<file path="src/rtl/seg7_pkg.sv">
// Shared constants for the two-digit multiplexed 7-segment display path.
// Glyphs are active-low, written g..a (bit6..bit0).
package seg7_pkg;

    localparam logic [6:0] GLYPH_0     = 7'b1000000;
    localparam logic [6:0] GLYPH_1     = 7'b1111001;
    localparam logic [6:0] GLYPH_2     = 7'b0100100;
    localparam logic [6:0] GLYPH_3     = 7'b0110000;
    localparam logic [6:0] GLYPH_4     = 7'b0011001;
    localparam logic [6:0] GLYPH_5     = 7'b0010010;
    localparam logic [6:0] GLYPH_6     = 7'b0000010;
    localparam logic [6:0] GLYPH_7     = 7'b1111000;
    localparam logic [6:0] GLYPH_8     = 7'b0000000;
    localparam logic [6:0] GLYPH_MINUS = 7'b0111111;
    localparam logic [6:0] GLYPH_BLANK = 7'b1111111;

    localparam logic [3:0] AN_MAG  = 4'b1110;
    localparam logic [3:0] AN_SIGN = 4'b1101;
    localparam logic [3:0] AN_OFF  = 4'b1111;

    typedef enum logic [1:0] {
        ST_WAIT   = 2'd0,
        ST_SETTLE = 2'd1,
        ST_HOLD   = 2'd2
    } state_t;

    // Sign/magnitude pair is representable in 4-bit two's complement.
    function automatic logic frame_legal(input logic [3:0] mag, input logic minus);
        if (minus)
            return (mag >= 4'd1) && (mag <= 4'd8);
        else
            return mag <= 4'd7;
    endfunction

    function automatic logic [3:0] frame_value(input logic [3:0] mag, input logic minus);
        return minus ? (~mag + 4'd1) : mag;
    endfunction

endpackage

</file>
<file path="src/rtl/seg7_glyph_decode.sv">
// Combinational glyph lookup: magnitude table for the magnitude digit,
// minus/blank for the sign digit. Anything else is reported illegal.
module seg7_glyph_decode
    import seg7_pkg::*;
(
    input  logic [6:0] glyph,
    input  logic       is_sign,
    output logic       legal,
    output logic [3:0] mag,
    output logic       is_minus
);

    always_comb begin
        legal    = 1'b0;
        mag      = 4'd0;
        is_minus = 1'b0;
        if (is_sign) begin
            case (glyph)
                GLYPH_MINUS: begin
                    legal    = 1'b1;
                    is_minus = 1'b1;
                end
                GLYPH_BLANK: legal = 1'b1;
                default:     legal = 1'b0;
            endcase
        end else begin
            legal = 1'b1;
            case (glyph)
                GLYPH_0: mag = 4'd0;
                GLYPH_1: mag = 4'd1;
                GLYPH_2: mag = 4'd2;
                GLYPH_3: mag = 4'd3;
                GLYPH_4: mag = 4'd4;
                GLYPH_5: mag = 4'd5;
                GLYPH_6: mag = 4'd6;
                GLYPH_7: mag = 4'd7;
                GLYPH_8: mag = 4'd8;
                default: legal = 1'b0;
            endcase
        end
    end

endmodule

</file>
<file path="src/rtl/seg7_decoder.sv">
// Receive side of the multiplexed 7-segment driver: synchronizes seg/an,
// captures each digit after a stable dwell and rebuilds the signed value.
module seg7_decoder
    import seg7_pkg::*;
#(
    parameter int unsigned SETTLE  = 16,
    parameter logic [31:0] TIMEOUT = 32'd4000000
) (
    input  logic       clk,
    input  logic       rst_n,
    input  logic [6:0] seg,
    input  logic [3:0] an,
    output logic [3:0] value,
    output logic       value_valid,
    output logic       err,
    output logic       stale
);

    logic [6:0] seg_m, seg_s;
    logic [3:0] an_m, an_s, an_q;

    state_t     state, state_nxt;
    logic [7:0] cnt, cnt_nxt;
    logic       capture;

    logic       changed, is_digit, an_bad_evt;

    logic       g_legal, g_minus;
    logic [3:0] g_mag;

    logic       have_mag, have_sign, have_mag_nxt, have_sign_nxt;
    logic [3:0] mag_q, mag_nxt;
    logic       minus_q, minus_nxt;
    logic [3:0] value_nxt;
    logic       valid_nxt, err_nxt;

    logic [31:0] tmo_cnt;

    // Lines idle high, so the synchronizer resets to all ones.
    always_ff @(posedge clk or negedge rst_n) begin
        if (!rst_n) begin
            seg_m <= '1;
            seg_s <= '1;
            an_m  <= '1;
            an_s  <= '1;
            an_q  <= '1;
        end else begin
            seg_m <= seg;
            seg_s <= seg_m;
            an_m  <= an;
            an_s  <= an_m;
            an_q  <= an_s;
        end
    end

    assign changed    = (an_s != an_q);
    assign is_digit   = (an_s == AN_MAG) || (an_s == AN_SIGN);
    assign an_bad_evt = changed && !is_digit && (an_s != AN_OFF);

    always_ff @(posedge clk or negedge rst_n) begin
        if (!rst_n) begin
            state <= ST_WAIT;
            cnt   <= 8'd0;
        end else begin
            state <= state_nxt;
            cnt   <= cnt_nxt;
        end
    end

    always_comb begin
        state_nxt = state;
        case (state)
            ST_WAIT:
                if (is_digit) state_nxt = ST_SETTLE;
            ST_SETTLE:
                if (changed)                 state_nxt = is_digit ? ST_SETTLE : ST_WAIT;
                else if (cnt == 8'(SETTLE))  state_nxt = ST_HOLD;
            ST_HOLD:
                if (changed) state_nxt = is_digit ? ST_SETTLE : ST_WAIT;
            default:
                state_nxt = ST_WAIT;
        endcase
    end

    // The first cycle a digit code is seen counts as 1; a capture fires once
    // the code has been unchanged for SETTLE further cycles.
    always_comb begin
        capture = (state == ST_SETTLE) && !changed && (cnt == 8'(SETTLE));
        cnt_nxt = 8'd0;
        if (state_nxt == ST_SETTLE) begin
            if (state != ST_SETTLE || changed)
                cnt_nxt = 8'd1;
            else
                cnt_nxt = cnt + 8'd1;
        end
    end

    seg7_glyph_decode u_glyph (
        .glyph    (seg_s),
        .is_sign  (an_s == AN_SIGN),
        .legal    (g_legal),
        .mag      (g_mag),
        .is_minus (g_minus)
    );

    always_comb begin
        have_mag_nxt  = have_mag;
        have_sign_nxt = have_sign;
        mag_nxt       = mag_q;
        minus_nxt     = minus_q;
        value_nxt     = value;
        valid_nxt     = 1'b0;
        err_nxt       = 1'b0;
        if (an_bad_evt) begin
            err_nxt       = 1'b1;
            have_mag_nxt  = 1'b0;
            have_sign_nxt = 1'b0;
        end else if (capture) begin
            if (!g_legal) begin
                err_nxt       = 1'b1;
                have_mag_nxt  = 1'b0;
                have_sign_nxt = 1'b0;
            end else begin
                if (an_s == AN_SIGN) begin
                    minus_nxt     = g_minus;
                    have_sign_nxt = 1'b1;
                end else begin
                    mag_nxt      = g_mag;
                    have_mag_nxt = 1'b1;
                end
                if (have_mag_nxt && have_sign_nxt) begin
                    have_mag_nxt  = 1'b0;
                    have_sign_nxt = 1'b0;
                    if (frame_legal(mag_nxt, minus_nxt)) begin
                        valid_nxt = 1'b1;
                        value_nxt = frame_value(mag_nxt, minus_nxt);
                    end else begin
                        err_nxt = 1'b1;
                    end
                end
            end
        end
    end

    always_ff @(posedge clk or negedge rst_n) begin
        if (!rst_n) begin
            have_mag    <= 1'b0;
            have_sign   <= 1'b0;
            mag_q       <= 4'd0;
            minus_q     <= 1'b0;
            value       <= 4'd0;
            value_valid <= 1'b0;
            err         <= 1'b0;
        end else begin
            have_mag    <= have_mag_nxt;
            have_sign   <= have_sign_nxt;
            mag_q       <= mag_nxt;
            minus_q     <= minus_nxt;
            value       <= value_nxt;
            value_valid <= valid_nxt;
            err         <= err_nxt;
        end
    end

    // Saturating frame watchdog; stale rises on the edge the count hits TIMEOUT.
    always_ff @(posedge clk or negedge rst_n) begin
        if (!rst_n) begin
            tmo_cnt <= 32'd0;
            stale   <= 1'b0;
        end else if (value_valid) begin
            tmo_cnt <= 32'd0;
            stale   <= 1'b0;
        end else if (tmo_cnt < TIMEOUT) begin
            tmo_cnt <= tmo_cnt + 32'd1;
            if (tmo_cnt + 32'd1 == TIMEOUT)
                stale <= 1'b1;
        end
    end

endmodule

</file>
<file path="config.mk">
export PLATFORM = sky130hd
export DESIGN_NAME = seg7_decoder
export DESIGN_NICKNAME = d
export VERILOG_FILES = /design/src/rtl/seg7_pkg.sv /design/src/rtl/seg7_glyph_decode.sv /design/src/rtl/seg7_decoder.sv
export SDC_FILE = /design/constraint.sdc
export NUM_CORES = 1
export LEC_CHECK = 0
export CAP_MARGIN = 20
export CORE_MARGIN = 1
export CORE_UTILIZATION = 50
export DETAILED_ROUTE_END_ITERATION = 8
export GPL_ROUTABILITY_DRIVEN = 0
export PLACE_DENSITY_LB_ADDON = 0.05
export SYNTH_ARGS = -nofsm -noshare
export SYNTH_HDL_FRONTEND = slang
export SYNTH_SLANG_ARGS = --single-unit
</file>
<file path="constraint.sdc">
create_clock -name clk -period 6.48 [get_ports clk]
set_clock_uncertainty 0.15 [all_clocks]
set_input_delay 0.972 -clock clk [delete_from_list [all_inputs] [get_ports clk]]
set_output_delay 0.972 -clock clk [all_outputs]
set_load 0.01 [all_outputs]
</file>
==> results.cfg <==
; yosys + openroad results
[floorplanning]
io_pins = 20
floorplan.core_area_sq_um = 7730

[yosys]
synth.yosys.num_cells = 374
syn-num-nets = 392
logic_family = simple AND/OR/NAND/NOR gates
edf_count = 0
synth_seq_share = 0.523
synth-simple-area-share = 0.224

[critical_path]
path_buffers = 0
critical_path_depth = 7
worst_setup_path_end_kind = flop
timing.critical_path.fanout_max = 8
cp_data_required_time_ps = 6560
worst_setup_path_start_kind = flop
regToRegStartpoint = seg_s[5]
worst-r2r-cell-count = 7

[flow_run]
warnings = 28
cap_viol_max_count = 0

[cts]
clock_latency_on_the_worst_skew_pair_ps = 350
cts-htree-levels = 3
postCtsSetupRepairBufs = 0
cts_root_buf = sky130_fd_sc_hd__clkbuf_8
clk_path_buf_depth = 2
clock_tree_from_tritoncts = built
cts_inserted_buffers = 9

[final_timing]
final_hold_viol_count = 0
achievable-frequency_mhz = 293
final-setup-viol-count = 0
finalClockPeriodUsage = 0.527
finalCriticalPeriod_ps = 3420
maxSlewHeadroom = 0.313

[pwr]
pwr_density_cell_nw_per_um2 = 220
static_leakage_nw = 1.92
design_power_total_mw = 0.988

[place]
place.detailed.instances = 479
detailedPlace.worstSlack_ps = 3130

[outcome]
result_of_the_run = finished, final reports clean

[worst_hold_path]
hold_depth = 0
hold_class = reg2reg
timing.hold.worst_endpoint = seg_s[6]

[routing]
ant_nets = 0
initialDrtViolationCount = 112

[grt]
first_global_vias = 2590

[final_layout]
antennaDiodeCount = 0
finalCoreUtilization = 0.581
==> area by class of cell <==
type | instances | area [sq um] | share of cell area
multi-input combinational | 263 | 1780 | 0.396
sequential | 82 | 2080 | 0.464
tap | 102 | 128 | 0.0284
inverter | 11 | 41.3 | 0.00919
clock buffer | 10 | 138 | 0.0306
clock inverter | 6 | 88.8 | 0.0198
timing repair buffer | 22 | 230 | 0.0513
==> where the power goes <==
part / internal [mW] / switching (mW)
clock: 0.228 / 0.185
sequential: 0.528 / 0.00954
combinational: 0.0178 / 0.0205
total: 0.774 / 0.215
==> cell usage in the layout (no fill, tap or decap), drive strengths merged, types with 4 or more instances in the layout <==
cell type      netlist  layout
buf                  3       4
nand2               22      22
nand4               15      15
xor2                20      20
ha                   5       5
dfrtp               56      56
xnor2               19      19
nor2b               11      11
a21oi                5       5
nor3                 9       9
clkdlybuf4s50        0      18
clkbuf              15      10
mux2                10      10
nor2                46      46
nand3               15      15
nor4                 9       9
and3                10      10
and4                 4       4
inv                 11      12
a31oi                5       5
dfstp               26      26
==> per-stage QoR <==
step	instance area (sq um)	hold slack [ps]
6_report	4490	204
4_1_cts	4460	202
3_5_place_dp	4240	197
2_1_floorplan	3980	195
5_1_grt	4490	205
3_3_place_gp	4240	197
==> state kept, by name, summed over array words and instances (netlist names), 2 cells and up <==
name     count
tmo_cnt     32
cnt          8
seg_m        7
seg_s        7
an_m         4
an_q         4
an_s         4
mag_q        4
value        4
state        2
==> routing by layer <==
layer,track usage,part of all wire
met1,0.248,0.49
met2,0.302,0.47
met3,0.0436,0.031
met5,0,0
met4,0.0516,0.0079
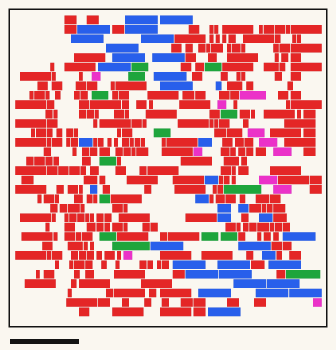
(drive-strength map)
Scale bar: 20 um.
x6 and larger: drawn in green, cells 14, share 3.6%. x3 and x4: drawn in magenta, cells 11, share 2.8%. x2: drawn in blue, cells 37, share 9.4%. x1 and smaller: drawn in red, cells 332, share 84%.
Final Worst Setup Slack: 3060 ps
post-route design area: 4490 sq um
bufs w/o clock: 22

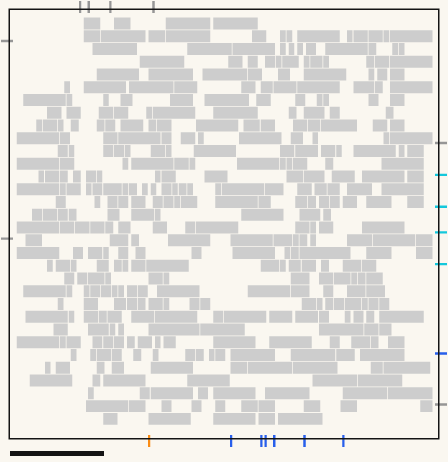
(I/O pins on the die edge)
Scale bar: 20 um. Pins as bars across the die edge, other pins in gray.
value_valid: drawn in orange, pins 1, direction output, edge bottom. value: drawn in cyan, pins 4, direction output, edge right. seg: drawn in blue, pins 7, direction input, edge 6 bottom, 1 right.
All pins by edge: 7 right, 7 bottom, 4 top, 2 left.
height of the die: 91.3 um
number of buffers inserted by port buffering: 19
horizontal die dimension: 91.3 um

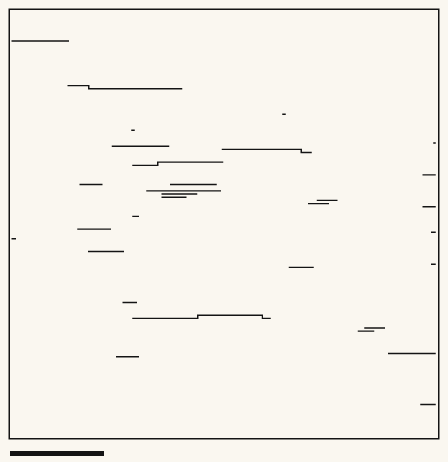
(M3 wires)
Scale bar: 20 um.
25 nets have wire on it. The longest straight run is 19.8 um. The layer carries 225 um of wire. The layer holds 3.1% of the routed length. The wires run mostly horizontal.
via count: 2750
final routed wirelength across all metal layers: 7.24 mm
met3 capacity usage during global routing: 0.0436

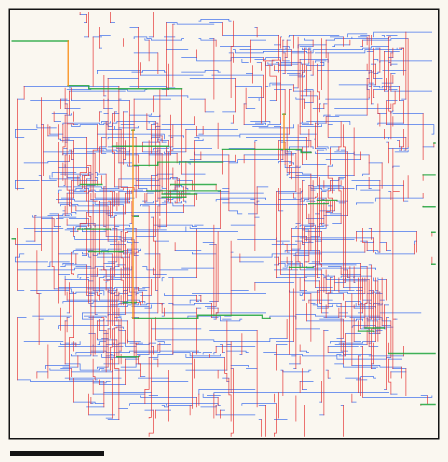
(routed metal, one color a layer)
Scale bar: 20 um.
M2: drawn in red, wire length 3390 um. M4: drawn in orange, wire length 57.1 um. M3: drawn in green, wire length 225 um. M1: drawn in blue, wire length 3570 um.
GRT Util Overall: 0.185
average detailed-routed wire length per instance: 14.6 um

No activity file was given, so power comes from the tool's default toggle rates.
